## config.mk

```make
export PLATFORM = sky130hd
export DESIGN_NAME = rotate_arbiter
export DESIGN_NICKNAME = d
export VERILOG_FILES = /design/src/rtl/rotate_pkg.sv /design/src/rtl/barrel_rotator.sv /design/src/rtl/rotate_arbiter.sv
export SDC_FILE = /design/constraint.sdc
export NUM_CORES = 1
export LEC_CHECK = 0
export ABC_CLOCK_PERIOD_IN_PS = 3170
export CORE_MARGIN = 10
export CORE_UTILIZATION = 30
export DETAILED_ROUTE_END_ITERATION = 12
export MAX_ROUTING_LAYER = met4
export PLACE_DENSITY = 0.63
export SYNTH_ARGS = -nofsm -noshare
export SYNTH_HDL_FRONTEND = slang
export SYNTH_SLANG_ARGS = --single-unit
export TNS_END_PERCENT = 100
```

## constraint.sdc

```tcl
create_clock -name clk_i -period 3.17 [get_ports clk_i]
set_input_delay 0.4755 -clock clk_i [delete_from_list [all_inputs] [get_ports clk_i]]
set_output_delay 0.4755 -clock clk_i [all_outputs]
set_load 0.02 [all_outputs]
```

## src/rtl/rotate_pkg.sv

```systemverilog
`default_nettype none
// ============================================================================
//  Module   : rotate_pkg
//  Purpose  : Shared types and helpers for the rotate arbiter and its
//             barrel rotator.
//  Revision : 1.0 - initial release
// ============================================================================
package rotate_pkg;

  // Rotate direction carried on each requester's lr bit.
  typedef enum logic {
    ROT_LEFT  = 1'b0,
    ROT_RIGHT = 1'b1
  } rot_dir_e;

  // Output stage occupancy encoding.
  localparam logic [0:0] S_EMPTY = 1'b0;
  localparam logic [0:0] S_FULL  = 1'b1;

  // Round-robin successor of ptr among n requesters, wrapping to 0.
  function automatic int rr_next(input int ptr, input int n);
    return (ptr + 1 >= n) ? 0 : ptr + 1;
  endfunction

endpackage : rotate_pkg
`default_nettype wire

```

## src/rtl/barrel_rotator.sv

```systemverilog
`default_nettype none
// ============================================================================
//  Module   : barrel_rotator
//  Purpose  : Purely combinational circular rotator. Stage s rotates by 2^s
//             when amt_i[s] is set, so log2(DATA_W) stages cover all amounts.
//  Revision : 1.0 - initial release
// ============================================================================
module barrel_rotator
  import rotate_pkg::*;
#(
  parameter int DATA_W = 8,
  parameter int AMT_W  = $clog2(DATA_W)
) (
  input  logic [DATA_W-1:0] data_i,
  input  rot_dir_e          dir_i,
  input  logic [AMT_W-1:0]  amt_i,
  output logic [DATA_W-1:0] data_o
);

  // w_stage[0] is the operand, w_stage[AMT_W] the fully rotated result.
  logic [AMT_W:0][DATA_W-1:0] w_stage;

  assign w_stage[0] = data_i;

  // Each stage either passes through or rotates by its power-of-two weight;
  // rotations in the same direction compose additively, giving amt_i total.
  for (genvar s = 0; s < AMT_W; s++) begin : g_stage
    localparam int SH = 1 << s;

    logic [DATA_W-1:0] w_left;
    logic [DATA_W-1:0] w_right;

    // Left: out[j] = in[j-SH];  right: out[j] = in[j+SH]  (both mod DATA_W).
    assign w_left  = {w_stage[s][DATA_W-SH-1:0], w_stage[s][DATA_W-1:DATA_W-SH]};
    assign w_right = {w_stage[s][SH-1:0], w_stage[s][DATA_W-1:SH]};

    assign w_stage[s+1] = !amt_i[s]            ? w_stage[s] :
                          (dir_i == ROT_RIGHT) ? w_right    : w_left;
  end : g_stage

  assign data_o = w_stage[AMT_W];

endmodule : barrel_rotator
`default_nettype wire

```

## src/rtl/rotate_arbiter.sv

```systemverilog
`default_nettype none
// ============================================================================
//  Module   : rotate_arbiter
//  Purpose  : Round-robin arbiter sharing one barrel rotator between NUM_REQ
//             requesters, with a one-entry registered result stage and
//             valid/ready handshakes on both sides.
//  Revision : 1.0 - initial release
// ============================================================================
module rotate_arbiter
  import rotate_pkg::*;
#(
  parameter int NUM_REQ = 4,
  parameter int DATA_W  = 8,
  // Derived from DATA_W; not meant to be overridden.
  parameter int AMT_W   = $clog2(DATA_W)
) (
  input  logic                        clk_i,
  input  logic                        rst_ni,
  input  logic [NUM_REQ-1:0]          req_valid_i,
  output logic [NUM_REQ-1:0]          req_ready_o,
  input  logic [NUM_REQ*DATA_W-1:0]   req_data_i,
  input  logic [NUM_REQ-1:0]          req_lr_i,
  input  logic [NUM_REQ*AMT_W-1:0]    req_amt_i,
  output logic                        res_valid_o,
  input  logic                        res_ready_i,
  output logic [DATA_W-1:0]           res_data_o,
  output logic [$clog2(NUM_REQ)-1:0]  res_id_o
);

  localparam int ID_W = $clog2(NUM_REQ);

  logic [0:0]         state_q, state_d;
  logic [ID_W-1:0]    rr_ptr_q;
  logic [DATA_W-1:0]  res_data_q;
  logic [ID_W-1:0]    res_id_q;

  logic               w_can_accept;
  logic               w_gnt_any;
  logic [ID_W-1:0]    w_gnt_idx;
  logic [NUM_REQ-1:0] w_grant;
  logic               w_xfer;
  logic [DATA_W-1:0]  w_sel_data;
  rot_dir_e           w_sel_dir;
  logic [AMT_W-1:0]   w_sel_amt;
  logic [DATA_W-1:0]  w_rot_data;

  // Accept a new operand when the result slot is empty or being drained now.
  assign w_can_accept = (state_q == S_EMPTY) || res_ready_i;
  assign w_xfer       = w_gnt_any && w_can_accept;
  assign req_ready_o  = w_grant & {NUM_REQ{w_can_accept}};

  // Grant: first valid requester at or after rr_ptr, wrapping modulo NUM_REQ.
  always_comb begin
    logic [ID_W-1:0] idx;
    w_gnt_any = 1'b0;
    w_gnt_idx = '0;
    w_grant   = '0;
    idx       = '0;
    for (int k = 0; k < NUM_REQ; k++) begin
      idx = ID_W'((int'(rr_ptr_q) + k) % NUM_REQ);
      if (!w_gnt_any && req_valid_i[idx]) begin
        w_gnt_any = 1'b1;
        w_gnt_idx = idx;
      end
    end
    w_grant[w_gnt_idx] = w_gnt_any;
  end

  // Operand mux: route the granted requester's fields to the shared rotator.
  always_comb begin
    w_sel_data = '0;
    w_sel_dir  = ROT_LEFT;
    w_sel_amt  = '0;
    for (int i = 0; i < NUM_REQ; i++) begin
      if (w_gnt_idx == ID_W'(i)) begin
        w_sel_data = req_data_i[i*DATA_W +: DATA_W];
        w_sel_dir  = rot_dir_e'(req_lr_i[i]);
        w_sel_amt  = req_amt_i[i*AMT_W +: AMT_W];
      end
    end
  end

  barrel_rotator #(
    .DATA_W (DATA_W),
    .AMT_W  (AMT_W)
  ) u_rotator (
    .data_i (w_sel_data),
    .dir_i  (w_sel_dir),
    .amt_i  (w_sel_amt),
    .data_o (w_rot_data)
  );

  // Output FSM state register; reset drops any pending result.
  always_ff @(posedge clk_i or negedge rst_ni) begin
    if (!rst_ni) begin
      state_q <= S_EMPTY;
    end else begin
      state_q <= state_d;
    end
  end

  // Output FSM next state: fill on accept, drain on consume without refill.
  always_comb begin
    state_d = state_q;
    case (state_q)
      S_EMPTY: if (w_xfer) state_d = S_FULL;
      S_FULL:  if (w_xfer) state_d = S_FULL;
               else if (res_ready_i) state_d = S_EMPTY;
      default: state_d = S_EMPTY;
    endcase
  end

  // Output FSM outputs: the slot is valid exactly while FULL.
  always_comb begin
    res_valid_o = (state_q == S_FULL);
  end

  // Result register: loads only on a transfer, so it holds under backpressure.
  always_ff @(posedge clk_i or negedge rst_ni) begin
    if (!rst_ni) begin
      res_data_q <= '0;
      res_id_q   <= '0;
    end else if (w_xfer) begin
      res_data_q <= w_rot_data;
      res_id_q   <= w_gnt_idx;
    end
  end

  // Round-robin pointer: advances past the winner only on a transfer, so a
  // stalled cycle never skips a waiting requester.
  always_ff @(posedge clk_i or negedge rst_ni) begin
    if (!rst_ni) begin
      rr_ptr_q <= '0;
    end else if (w_xfer) begin
      rr_ptr_q <= ID_W'(rr_next(int'(w_gnt_idx), NUM_REQ));
    end
  end

  assign res_data_o = res_data_q;
  assign res_id_o   = res_id_q;

endmodule : rotate_arbiter
`default_nettype wire

```

==> impl_metrics.tcl <==
# flow metrics
set metrics [dict create \
    swShare_pct 46.2 \
    cts_hold_buf 0 \
    rrSetupSlack_ns 0.06 \
    grt_pass1_vias 2280 \
    drc 0 \
    ys_ff 13 \
    dpl.hpwl_mm 5.11 \
    pwr-share-seq_pct 8.3 \
    yosys_cells 199 \
    crit_chain "inv_1 -> buf_4 -> o21a_1 -> o22ai_2 -> buf_4 -> ha_2 -> nor2b_4 -> buf_6 -> a221o_1 -> buf_4 -> a211oi_4 -> buf_4 -> a211oi_2 -> o221ai_2 -> nor2b_1 -> a221o_1" \
    final_max_slew_viol_count 0 \
    largest_area_cell "dfrtp_1" \
    first_pass_iters 4 \
    ys.flop_type "dfrtp_1" \
    final_antenna_net_count 0 \
    cp.required_ns 3.31 \
    status "finished, final reports clean" \
    antenna_found_initial 0 \
    synth-edff-count 0 \
    path_max_fanout 5 \
    drive_above_1_share_pct 40.8 \
    ys_sh_xor_pct 0 \
]
-- layer usage --
layer / global-route usage, % / vias up
li1: - / 1053
met1: 18.4 / 1059
met2: 27.9 / 90
met3: 2.24 / 20
met4: 4.83 / 0
met5: - / -
-- power groups by stage --
| stage | clock network [W] | logic [W] | registers, W |
|---|---|---|---|
| after CTS | 0.000148 | 0.00256 | 0.000283 |
| after global placement | 0 | 0.00230 | 0.000283 |
| after detailed placement | 0 | 0.00230 | 0.000284 |
| after global routing | 0.000159 | 0.00323 | 0.000295 |
| after floorplan | 0 | 0.00125 | 0.000345 |
| final | 0.000151 | 0.00301 | 0.000287 |
-- cells in the final DEF (no fill, tap or decap), types with 5 or more instances in the layout --
cell,count
o211ai_1,5
a21oi_1,11
a31oi_1,5
o22ai_1,10
nor2_1,13
buf_6,6
dfrtp_1,12
nand2_1,27
clkdlybuf4s50_1,64
a221oi_2,6
o21ai_0,7
buf_4,75
-- through the flow --
step | cells | utilization (%) | TNS (ns) | setup slack (ns)
after floorplan | 199 | - | 0 | 0.108
after CTS | 400 | 59.8 | 0 | 0.00105
after global placement | 373 | 54.4 | -4.87 | -0.603
final | 410 | 65.2 | 0 | 0.0596
after detailed placement | 373 | 54.4 | -5.73 | -0.728
after global routing | 410 | 65.2 | -0.758 | -0.125
-- worst max-delay path: cells and delay by family, from the launching register on --
| family | cells | cell delay (ns) |
|---|---|---|
| fa+ha+maj | 1 | 0.19 |
| simple gates | 2 | 0.34 |
| compound gates | 7 | 1.25 |
| buf+inv | 6 | 0.85 |
| flops | 1 | 0.37 |
-- sequential cells by signal (all words and copies together) (netlist names) --
name / count
rr_ptr_q: 2
res_data_o: 8
res_valid_o: 1
res_id_o: 2
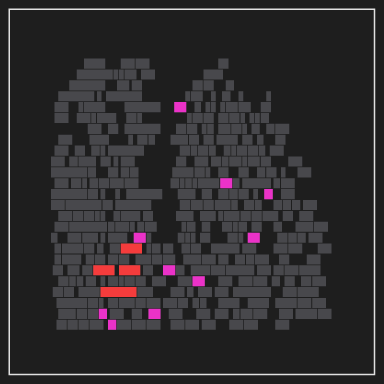
logic_types.png
Scale: 4 px per micron.
- magenta: AND and OR gates (cells 10)
- red: adder and majority cells (cells 4)

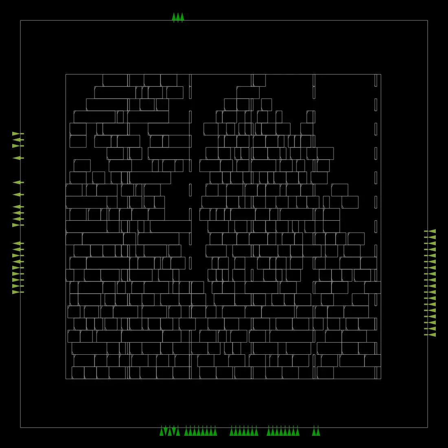
placement.png
Placeable Area: 4790 sq um
filler instances: 392

Power and IR drop assume default switching activity.
